**config.mk**
```make
export PLATFORM = sky130hd
export DESIGN_NAME = ifm_fifo_ctrl_flat
export DESIGN_NICKNAME = d
export VERILOG_FILES = /design/src/rtl/ifm_fifo_ctrl_if.sv /design/src/rtl/ifm_fifo_ctrl.sv /design/src/flat_wrapper.sv
export SDC_FILE = /design/constraint.sdc
export NUM_CORES = 1
export LEC_CHECK = 0
export ABC_AREA = 1
export CAP_MARGIN = 20
export CORE_AREA = 2 2 113 115
export DETAILED_ROUTE_END_ITERATION = 16
export DIE_AREA = 0 0 115 117
export GPL_ROUTABILITY_DRIVEN = 0
export PLACE_DENSITY = 0.75
export RECOVER_POWER = 100
export SLEW_MARGIN = 20
export SYNTH_ARGS = -nofsm -noshare
export SYNTH_HDL_FRONTEND = slang
export SYNTH_SLANG_ARGS = --single-unit
```
**constraint.sdc**
```tcl
create_clock -name clk -period 3.35 [get_ports clk]
set_input_delay 0.335 -clock clk [delete_from_list [all_inputs] [get_ports clk]]
set_output_delay 0.335 -clock clk [all_outputs]
set_load 0.02 [all_outputs]
```
**src/rtl/ifm_fifo_ctrl_if.sv**
```systemverilog
// Handshake/bus bundle between the IFM ping-pong FIFO controller and its
// upstream source and FIFO banks.
interface ifm_fifo_ctrl_if #(
    parameter int NUM_FIFO = 16,
    parameter int CW       = 13
);
    logic                start;
    logic [7:0]          num_tiles;
    logic [CW-1:0]       tile_len;
    logic [4:0]          ifm_size;
    logic                in_valid;
    logic                in_ready;
    logic                wr_en_1, wr_en_2;
    logic                wr_clr_1, wr_clr_2;
    logic                rd_clr_1, rd_clr_2;
    logic [NUM_FIFO-1:0] rd_en_1, rd_en_2;
    logic                ifm_demux, ifm_mux;
    logic [4:0]          read_ifm_size;
    logic                busy, done;

    modport master (
        output start, num_tiles, tile_len, ifm_size, in_valid,
        input  in_ready, wr_en_1, wr_en_2, wr_clr_1, wr_clr_2, rd_clr_1, rd_clr_2,
               rd_en_1, rd_en_2, ifm_demux, ifm_mux, read_ifm_size, busy, done
    );

    modport slave (
        input  start, num_tiles, tile_len, ifm_size, in_valid,
        output in_ready, wr_en_1, wr_en_2, wr_clr_1, wr_clr_2, rd_clr_1, rd_clr_2,
               rd_en_1, rd_en_2, ifm_demux, ifm_mux, read_ifm_size, busy, done
    );
endinterface

```
**src/rtl/ifm_fifo_ctrl.sv**
```systemverilog
// Ping-pong IFM FIFO sequencer: fills one bank while the other is read out with
// a per-lane one-cycle skew. Define IFM_FIFO_CTRL_PERF_EN to add stall_cycles.
module ifm_fifo_ctrl #(
    parameter int  NUM_FIFO          = 16,
    parameter int  MAX_WGT_FIFO_SIZE = 4608,
    localparam int CW                = $clog2(MAX_WGT_FIFO_SIZE + 1),
    localparam int RW                = $clog2(MAX_WGT_FIFO_SIZE + NUM_FIFO + 1)
) (
    input  logic         clk,
    input  logic         rst_n,
`ifdef IFM_FIFO_CTRL_PERF_EN
    output logic [31:0]  stall_cycles,
`endif
    ifm_fifo_ctrl_if.slave bus
);

    typedef enum logic [2:0] {IDLE, CLR, PRIME, STEADY, SWAP, DONE} state_t;

    state_t              state_q, state_d;
    logic [7:0]          nt_q;
    logic [CW-1:0]       tl_q, tl_sat;
    logic [4:0]          sz_q, eff_sz;
    logic [CW-1:0]       wr_cnt_q, wr_cnt_d;
    logic [7:0]          wr_tiles_q, wr_tiles_d, rd_tiles_q, rd_tiles_d;
    logic                wr_act_q, wr_act_d;
    logic [RW-1:0]       rd_cnt_q, rd_cnt_d, rd_len;
    logic [NUM_FIFO-1:0] sk_q, sk_d, lane_mask;
    logic [NUM_FIFO-1:0] rd1_q, rd2_q, rd1_d, rd2_d;
    logic                in_ready_q, in_ready_d;
    logic                demux_q, demux_d, mux_q, mux_d;
    logic [3:0]          clr_q, clr_d;    // {wr_clr_1, wr_clr_2, rd_clr_1, rd_clr_2}
    logic                busy_q, done_q, base_d;
    logic                accept, acc, wr_last, wr_fin, rd_last, rd_cmp;

    assign tl_sat  = (bus.tile_len > CW'(MAX_WGT_FIFO_SIZE)) ? CW'(MAX_WGT_FIFO_SIZE) : bus.tile_len;
    assign accept  = (state_q == IDLE) && bus.start;
    assign acc     = bus.in_valid && in_ready_q;
    assign wr_last = acc && (wr_cnt_q + CW'(1) == tl_q);
    assign wr_fin  = !wr_act_q || (wr_cnt_q == tl_q) || wr_last;
    // Pass spans the base strobe plus the skew tail of the last lane.
    assign rd_len  = RW'(tl_q) + RW'(NUM_FIFO - 1);
    assign rd_last = rd_cnt_q >= rd_len - RW'(1);
    assign rd_cmp  = rd_cnt_q >= rd_len;

    always_comb begin
        eff_sz = (sz_q == 5'd0 || sz_q > 5'd16) ? 5'd16 : sz_q;
        for (int i = 0; i < NUM_FIFO; i++) lane_mask[i] = (i < int'(eff_sz));
    end

    always_comb begin
        state_d    = state_q;
        wr_cnt_d   = wr_cnt_q + CW'(acc);
        wr_tiles_d = wr_last ? wr_tiles_q + 8'd1 : wr_tiles_q;
        rd_tiles_d = rd_tiles_q;
        wr_act_d   = wr_act_q;
        rd_cnt_d   = (state_q == STEADY && !rd_cmp) ? rd_cnt_q + RW'(1) : rd_cnt_q;
        demux_d    = demux_q;
        mux_d      = mux_q;
        clr_d      = 4'b0000;
        case (state_q)
            IDLE: if (accept) begin
                state_d    = CLR;
                clr_d      = 4'b1111;
                demux_d    = 1'b0;
                mux_d      = 1'b1;
                wr_cnt_d   = '0;
                wr_tiles_d = '0;
                rd_tiles_d = '0;
                rd_cnt_d   = '0;
                wr_act_d   = 1'b0;
            end
            CLR: begin
                state_d  = (nt_q == 8'd0 || tl_q == '0) ? DONE : PRIME;
                wr_cnt_d = '0;
            end
            PRIME: if (wr_last) state_d = SWAP;
            SWAP: begin
                mux_d    = demux_q;
                demux_d  = ~demux_q;
                clr_d    = demux_q ? 4'b1010 : 4'b0101;
                wr_cnt_d = '0;
                rd_cnt_d = '0;
                wr_act_d = wr_tiles_q < nt_q;
                state_d  = (rd_tiles_q < nt_q) ? STEADY : DONE;
            end
            STEADY: if (rd_last && wr_fin) begin
                state_d    = SWAP;
                rd_tiles_d = rd_tiles_q + 8'd1;
            end
            DONE: state_d = IDLE;
            default: state_d = IDLE;
        endcase
    end

    // Outputs are registered from next-state values so they line up with the state.
    always_comb begin
        in_ready_d = (state_d == PRIME) ||
                     (state_d == STEADY && wr_act_d && wr_cnt_d != tl_q);
        base_d     = (state_d == STEADY) && (rd_cnt_d < RW'(tl_q));
        sk_d       = NUM_FIFO'({sk_q, base_d});
        rd1_d      = mux_d ? '0 : (sk_d & lane_mask);
        rd2_d      = mux_d ? (sk_d & lane_mask) : '0;
    end

    always_ff @(posedge clk) begin
        if (!rst_n) begin
            state_q    <= IDLE;
            nt_q       <= '0;
            tl_q       <= '0;
            sz_q       <= '0;
            wr_cnt_q   <= '0;
            wr_tiles_q <= '0;
            rd_tiles_q <= '0;
            wr_act_q   <= 1'b0;
            rd_cnt_q   <= '0;
            sk_q       <= '0;
            rd1_q      <= '0;
            rd2_q      <= '0;
            in_ready_q <= 1'b0;
            demux_q    <= 1'b0;
            mux_q      <= 1'b0;
            clr_q      <= '0;
            busy_q     <= 1'b0;
            done_q     <= 1'b0;
        end else begin
            state_q    <= state_d;
            wr_cnt_q   <= wr_cnt_d;
            wr_tiles_q <= wr_tiles_d;
            rd_tiles_q <= rd_tiles_d;
            wr_act_q   <= wr_act_d;
            rd_cnt_q   <= rd_cnt_d;
            sk_q       <= sk_d;
            rd1_q      <= rd1_d;
            rd2_q      <= rd2_d;
            in_ready_q <= in_ready_d;
            demux_q    <= demux_d;
            mux_q      <= mux_d;
            clr_q      <= clr_d;
            busy_q     <= state_d != IDLE;
            done_q     <= state_d == DONE;
            if (accept) begin
                nt_q <= bus.num_tiles;
                tl_q <= tl_sat;
                sz_q <= bus.ifm_size;
            end
        end
    end

`ifdef IFM_FIFO_CTRL_PERF_EN
    // Cycles spent waiting on the writer after the read pass has drained.
    always_ff @(posedge clk) begin
        if (!rst_n || accept)
            stall_cycles <= '0;
        else if (state_q == STEADY && rd_cmp && stall_cycles != '1)
            stall_cycles <= stall_cycles + 32'd1;
    end
`endif

    assign bus.in_ready      = in_ready_q;
    assign bus.wr_en_1       = bus.in_valid && in_ready_q && !demux_q;
    assign bus.wr_en_2       = bus.in_valid && in_ready_q && demux_q;
    assign bus.wr_clr_1      = clr_q[3];
    assign bus.wr_clr_2      = clr_q[2];
    assign bus.rd_clr_1      = clr_q[1];
    assign bus.rd_clr_2      = clr_q[0];
    assign bus.rd_en_1       = rd1_q;
    assign bus.rd_en_2       = rd2_q;
    assign bus.ifm_demux     = demux_q;
    assign bus.ifm_mux       = mux_q;
    assign bus.read_ifm_size = sz_q;
    assign bus.busy          = busy_q;
    assign bus.done          = done_q;

endmodule

```
**src/flat_wrapper.sv**
```systemverilog
// flat-port wrapper written by rule: the top's interface ports become plain ports
module ifm_fifo_ctrl_flat 
#(
    parameter int  NUM_FIFO          = 16,
    parameter int  MAX_WGT_FIFO_SIZE = 4608,
    localparam int CW                = $clog2(MAX_WGT_FIFO_SIZE + 1),
    localparam int RW                = $clog2(MAX_WGT_FIFO_SIZE + NUM_FIFO + 1)
)
  (clk, rst_n, bus_start, bus_num_tiles, bus_tile_len, bus_ifm_size, bus_in_valid, bus_in_ready, bus_wr_en_1, bus_wr_en_2, bus_wr_clr_1, bus_wr_clr_2, bus_rd_clr_1, bus_rd_clr_2, bus_rd_en_1, bus_rd_en_2, bus_ifm_demux, bus_ifm_mux, bus_read_ifm_size, bus_busy, bus_done);
  ifm_fifo_ctrl_if #(.NUM_FIFO(NUM_FIFO), .CW(($clog2((20) + 1)))) bus_i ();
  input  logic clk;
  input  logic rst_n;
  input wire logic [$bits(bus_i.start)-1:0] bus_start;
  input wire logic [$bits(bus_i.num_tiles)-1:0] bus_num_tiles;
  input wire logic [$bits(bus_i.tile_len)-1:0] bus_tile_len;
  input wire logic [$bits(bus_i.ifm_size)-1:0] bus_ifm_size;
  input wire logic [$bits(bus_i.in_valid)-1:0] bus_in_valid;
  output wire logic [$bits(bus_i.in_ready)-1:0] bus_in_ready;
  output wire logic [$bits(bus_i.wr_en_1)-1:0] bus_wr_en_1;
  output wire logic [$bits(bus_i.wr_en_2)-1:0] bus_wr_en_2;
  output wire logic [$bits(bus_i.wr_clr_1)-1:0] bus_wr_clr_1;
  output wire logic [$bits(bus_i.wr_clr_2)-1:0] bus_wr_clr_2;
  output wire logic [$bits(bus_i.rd_clr_1)-1:0] bus_rd_clr_1;
  output wire logic [$bits(bus_i.rd_clr_2)-1:0] bus_rd_clr_2;
  output wire logic [$bits(bus_i.rd_en_1)-1:0] bus_rd_en_1;
  output wire logic [$bits(bus_i.rd_en_2)-1:0] bus_rd_en_2;
  output wire logic [$bits(bus_i.ifm_demux)-1:0] bus_ifm_demux;
  output wire logic [$bits(bus_i.ifm_mux)-1:0] bus_ifm_mux;
  output wire logic [$bits(bus_i.read_ifm_size)-1:0] bus_read_ifm_size;
  output wire logic [$bits(bus_i.busy)-1:0] bus_busy;
  output wire logic [$bits(bus_i.done)-1:0] bus_done;
  assign bus_i.start = bus_start;
  assign bus_i.num_tiles = bus_num_tiles;
  assign bus_i.tile_len = bus_tile_len;
  assign bus_i.ifm_size = bus_ifm_size;
  assign bus_i.in_valid = bus_in_valid;
  assign bus_in_ready = bus_i.in_ready;
  assign bus_wr_en_1 = bus_i.wr_en_1;
  assign bus_wr_en_2 = bus_i.wr_en_2;
  assign bus_wr_clr_1 = bus_i.wr_clr_1;
  assign bus_wr_clr_2 = bus_i.wr_clr_2;
  assign bus_rd_clr_1 = bus_i.rd_clr_1;
  assign bus_rd_clr_2 = bus_i.rd_clr_2;
  assign bus_rd_en_1 = bus_i.rd_en_1;
  assign bus_rd_en_2 = bus_i.rd_en_2;
  assign bus_ifm_demux = bus_i.ifm_demux;
  assign bus_ifm_mux = bus_i.ifm_mux;
  assign bus_read_ifm_size = bus_i.read_ifm_size;
  assign bus_busy = bus_i.busy;
  assign bus_done = bus_i.done;
  ifm_fifo_ctrl #(.NUM_FIFO(NUM_FIFO), .MAX_WGT_FIFO_SIZE(MAX_WGT_FIFO_SIZE)) u_core (.clk(clk), .rst_n(rst_n), .bus(bus_i));
endmodule
```
### A small window of the routed layout, run 1

Region (76, 19) to (96, 39) um. Cells in grey, sequential cells in the stronger grey; small squares are vias.
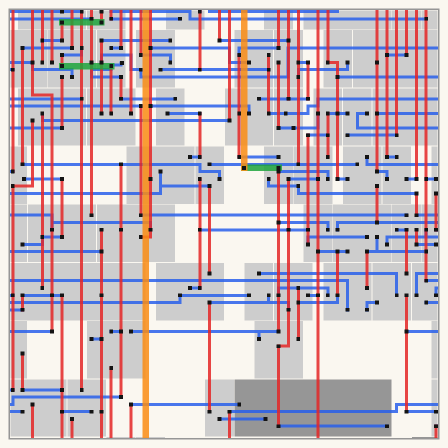
Key: red = M2; blue = M1; orange = M4; green = M3
Sequential cells in the window: 1. Most frequent: nand2_1 (10), nand3_1 (6), nor2_1 (4). Netlist names of flops here include u_core.wr_cnt_q (1). 40 logic cells have their middle in the window.

### Met4 routing, run 1

Drawn at 3 px/um. Cells faint in the background.
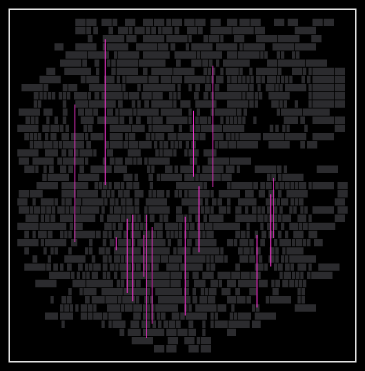
The layer holds 2.8% of the routed length. The longest straight run is 48.3 um. 13 nets have wire on it. The wires run mostly vertical.
via count: 5627
Detailed Route WL: 15.3 mm

### Signal wires by layer, run 1

Drawn at 3 px/um.
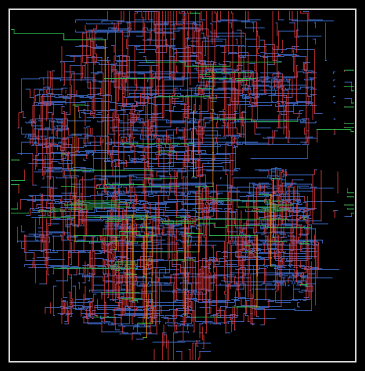
Key: orange = M4 [wire length 421 um]; red = M2 [wire length 7160 um]; blue = M1 [wire length 6830 um]; green = M3 [wire length 916 um]

### Clock distribution, run 1

Drawn at 2 px/um.
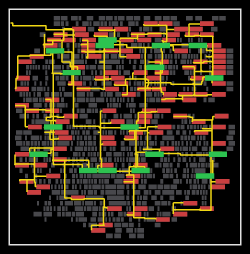
Key: yellow = clock wires [length 1580 um]; green = clock-net drivers [count 17]; red = flip-flops [count 118]
Position of the flops: all over the die.
insertion delay to the later sink of the worst-skew pair: 420 ps
clock group share of total power: 33.6%
reported clock group power: 1.81 mW
final clock skew: 6.40 ps

==> out/qor.csv, run 1 <==
metric,value,unit
std_cell_rows,41,
mux_area_share,0,%
layout.area.top_class,multi-input combinational cells,
warning_count,30,
multiInputGateArea,3380,um^2
largest_net_degree_at_the_start_of_global_routing,43,
core_area,12300,um^2
cts.sink_count,118,
crit_path_max_incr_delay,350,ps
cell_depth_of_the_worst_flop_to_flop_path,23,
power.density,691,nW/um^2
placement.cell_area,7060,um^2
critical-path-slowest-cell,sky130_fd_sc_hd__dfxtp_2,
detailroute.wirelength.met3,915,um
critical_path_buf_inv_count,2,
clkSlewWorstSetupHoldPaths,60,ps
finalCritPeriodShare,96.7,%
netlist_top_cells_count,"136 x sky130_fd_sc_hd__nand2_1, 118 x sky130_fd_sc_hd__dfxtp_1, 111 x sky130_fd_sc_hd__nor2_1, 104 x sky130_fd_sc_hd__inv_1, 49 x sky130_fd_sc_hd__a21oi_1",
yosys.cell_count.top_type,sky130_fd_sc_hd__nand2_1,
timing_worst_setup_path_type,flip-flop to flip-flop,
timing.critical_path.from,u_core.tl_q[0]$_SDFFE_PN0P_,
cts-hold-fix-buffers,0,
finalMaxSlewViolations,0,
edf_count,0,
run_status,completed,
grtUsageMet2,37.8,%
bufAreaShareNonClock,11.0,%
cts_max_level,4,
ioPinCount,70,
avgRoutedWirePerCell,14.3,um
mappedNetlistArea,6110,um^2
die_w,115,um
diodes,0,
n_fill_cell,1062,
wirelength_met1,6.83,mm
worst_setup_path_start_kind,flip-flop,
required_worst_endpoint,3690,ps
fa_ha_area_share,9.41,%
final_hold_fails,0,
io_buffers,69,
chip_area,13500,um^2
p_r_area_growth_vs_syn,27.5,%
initial_antenna_violation_count,0,
non_clock_buffer_count,92,
maximum_clock_rate,0.309,GHz
post_layout_min_period,3240,ps
grt_setup_unrepaired,yes,
cts_made_buffers,17,
logic_gate_count,572,
final_nets,977,
synth.comb.largest_family,simple AND/OR/NAND/NOR gates,
simple_gate_area_share,27.1,%
==> run 1: sequential cells by signal, indices dropped and copies added (netlist names), 5 cells and up <==
| signal | cells |
|---|---|
| u_core.bus.rd_en_1 | 16 |
| u_core.bus.rd_en_2 | 16 |
| u_core.bus.read_ifm_size | 5 |
| u_core.nt_q | 8 |
| u_core.rd_cnt_q | 13 |
| u_core.rd_tiles_q | 8 |
| u_core.sk_q | 15 |
| u_core.tl_q | 5 |
| u_core.wr_cnt_q | 13 |
| u_core.wr_tiles_q | 8 |
==> run 1: power by group <==
group | internal, mW | switching (mW)
registers | 1.54 | 0.0848
clock network | 1.15 | 0.659
logic | 0.716 | 1.24
==> run 1: placed cells by master (no fill, tap or decap), types with 5 or more instances in the layout <==
cell type and instances:
sky130_fd_sc_hd__ha_1 41, sky130_fd_sc_hd__nor3_1 29, sky130_fd_sc_hd__clkdlybuf4s50_1 21, sky130_fd_sc_hd__o21ai_0 34, sky130_fd_sc_hd__nand4_1 19, sky130_fd_sc_hd__conb_1 7
sky130_fd_sc_hd__xnor2_1 9, sky130_fd_sc_hd__nor2_2 7, sky130_fd_sc_hd__a21oi_1 49, sky130_fd_sc_hd__dlygate4sd3_1 48, sky130_fd_sc_hd__clkbuf_16 17, sky130_fd_sc_hd__o211ai_1 6
sky130_fd_sc_hd__nand2_1 134, sky130_fd_sc_hd__nor2_1 108, sky130_fd_sc_hd__buf_4 19, sky130_fd_sc_hd__nand3_1 40, sky130_fd_sc_hd__ha_4 5, sky130_fd_sc_hd__xor2_1 24
sky130_fd_sc_hd__inv_1 100, sky130_fd_sc_hd__dfxtp_1 116
==> run 1: repair_timing <==
action | in CTS | in global routing
resized | 2 | 27
setup endpoints to repair | 2 | 6
buffers inserted | 0 | 3
pin swaps | 0 | 17
--- run 2 (diff from run 1) ---
--- a/config.mk
+++ b/config.mk
@@ -11,6 +11,7 @@
 export DETAILED_ROUTE_END_ITERATION = 16
 export DIE_AREA = 0 0 115 117
 export GPL_ROUTABILITY_DRIVEN = 0
+export GPL_TIMING_DRIVEN = 0
 export PLACE_DENSITY = 0.75
 export RECOVER_POWER = 100
 export SLEW_MARGIN = 20
### Met4 routing, run 2

Drawn at 3 px/um. Cells faint in the background.
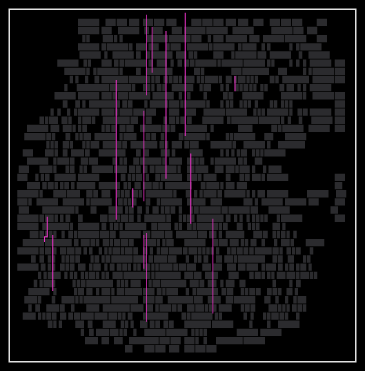
The layer holds 2.1% of the routed length. 11 nets have wire on it.

### Routing congestion map, run 2

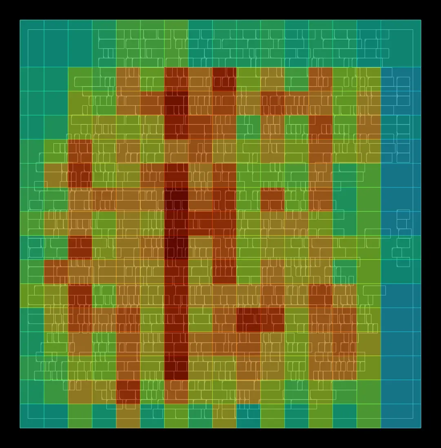
Post-Route Utilization: 64.6%
detail-routed net length per standard cell: 14.6 um

==> run 2 against run 1 <==
Count of clock-buffer cells in the layout unchanged. Global-route usage increased by 0.55 points. Cell count increased by 1.8%. Die size unchanged. Worst setup slack got worse by 76 ps. Sequential share of layout area decreased by 0.45 points. Area after synthesis unchanged. Worst hold slack got worse by 6.7 ps. Sequential power about the same. Core utilization increased by 1.3 points. Combinational power increased by 8%.
==> out/qor.csv, run 2 <==
metric,value,unit
cts_max_level,4,
required_worst_endpoint,3700,ps
critical_path_buf_inv_count,4,
fa_ha_area_share,9.41,%
vias,5709,
largest_net_degree_at_the_start_of_global_routing,17,
post_drt_via_cell_ratio,5.23,
most-common-layout-cells,"131 x sky130_fd_sc_hd__nand2_1, 114 x sky130_fd_sc_hd__dfxtp_1, 104 x sky130_fd_sc_hd__nor2_1",
cell_count_final_fillers_out,1091,
yosys.cell_count.top_type,sky130_fd_sc_hd__nand2_1,
pwr.group.sequential,1.64,mW
simple_gate_area_share,27.1,%
synth_cells,814,
n_fill_cell,1011,
min-delay-path-class,flip-flop to flip-flop,
cts.sink_count,118,
power.share.switching,37.5,%
diodes,0,
initial_core_util,49.7,%
cts_made_buffers,17,
run_status,completed,
critical-path-slowest-cell,sky130_fd_sc_hd__dfxtp_4,
post_layout_min_period,3310,ps
chip_area,13500,um^2
leakage,3.58,nW
p_r_area_growth_vs_syn,30.1,%
mappedNetlistArea,6110,um^2
postSynthSeqShare,38.6,%
power.share.sequential,29.7,%
edf_count,0,
setup_violation_total_in_the_final_timing_report,0,
slew-limit-headroom,55.3,%
grtUsageMet2,38.3,%
synthXorXnorAreaFrac,5.28,%
p_comb,2.10,mW
std_cell_rows,41,
io_buffers,69,
mux_area_share,0,%
power.largest_group,combinational logic,
final_nets,996,
netlist_top_cells_count,"136 x sky130_fd_sc_hd__nand2_1, 118 x sky130_fd_sc_hd__dfxtp_1, 111 x sky130_fd_sc_hd__nor2_1, 104 x sky130_fd_sc_hd__inv_1, 49 x sky130_fd_sc_hd__a21oi_1",
timing_worst_setup_path_type,flip-flop to flip-flop,
placement.cell_area,7010,um^2
p_clk_share,32.3,%
finalInstanceArea,7960,um^2
synthDominantAreaCellType,sky130_fd_sc_hd__dfxtp_1,
max-cap-violations,0,
worstSkewPairLatency,420,ps
ioPinCount,70,
warning_count,31,
peakVddDrop,0.428,mV
synth.comb.largest_family,simple AND/OR/NAND/NOR gates,
power.density,695,nW/um^2
p_switching,2.07,mW
p_int,3.46,mW
maximum_clock_rate,0.302,GHz
worst_setup_path_start_kind,flip-flop,
design_power_total,5.53,mW
timing.critical_path.from,u_core.tl_q[1]$_SDFFE_PN0P_,
clkSlewWorstSetupHoldPaths,50,ps
grt_pass1_wl,24.8,mm
final_hold_fails,0,
finalMaxSlewViolations,0,
final_clock_skew,6.68,ps
chip_height,117,um
clock_power,1.78,mW
ff_latch_area,2380,um^2
die_w,115,um
finalCritPeriodShare,98.9,%
tritoncts,done,
yosysWarnings,0,
async_reset_ff_share,0,%
crit_path_max_incr_delay,380,ps
initial_antenna_violation_count,0,
layout_top_cell_excl_fill_tap,sky130_fd_sc_hd__nand2_1,
worst_slew_pin_slew,671,ps
grt_setup_unrepaired,yes,
postRouteWirelength,15.9,mm
core_area,12300,um^2
multiInputGateArea,3440,um^2
ys_area,6110,um^2
share_comb_of_total_power,38.0,%
[run 2: netlist changes by cell type in the layout (fill, tap and decap cells not counted), moves of 3 or more]
cell / change
sky130_fd_sc_hd__nand2_1: -3
sky130_fd_sc_hd__clkbuf_1: +13
sky130_fd_sc_hd__buf_2: +3
sky130_fd_sc_hd__buf_4: +5
sky130_fd_sc_hd__nand2_2: +4
sky130_fd_sc_hd__nor2_4: +3
sky130_fd_sc_hd__nor2_1: -4
sky130_fd_sc_hd__dfxtp_4: +4
sky130_fd_sc_hd__inv_4: -3
[run 2: metrics by stage]
stage	hold WS, ps	setup TNS [ps]
after CTS	423	-10.2
after global placement	411	-1380
after global routing	437	-400
final	421	0
after detailed placement	415	-1430
after floorplan	404	0
[run 2: path summary, 6_finish.rpt]
kind                                    end  cells after the start
setup / recovery  u_core.sk_q[0]$_SDFF_PN0_                     25
hold / removal    u_core.sk_q[2]$_SDFF_PN0_                      2
setup reg to reg  u_core.sk_q[0]$_SDFF_PN0_                     25
hold reg to reg   u_core.sk_q[2]$_SDFF_PN0_                      2
[run 2: per-layer routing]
metal	vias up	share of wire [%]
met5	-	0
met4	0	2.1
met1	2616	46
li1	2906	-
met2	155	47
met3	32	5.1
[run 2: area by class of cell]
| cell class | instances | share of cell area (%) |
|---|---|---|
| multi-input cells | 572 | 43.2 |
| flip-flops and latches | 118 | 29.9 |
| repair buffers | 90 | 10.7 |
| clock buffers | 21 | 5.79 |
| inverters | 108 | 5.32 |
| well taps | 150 | 2.36 |
| clock inverters | 11 | 1.59 |
| plain buffers | 21 | 1.18 |
[run 2: repair_timing]
action,in CTS,in global routing
endpoints found under the setup margin,3,5
setup buffers,15,6
pin swaps,17,16
gates resized,26,27
hold buffers,0,0
endpoints found under the hold margin,0,0
Power figures rest on the tool's default switching activity, not on a simulated workload.
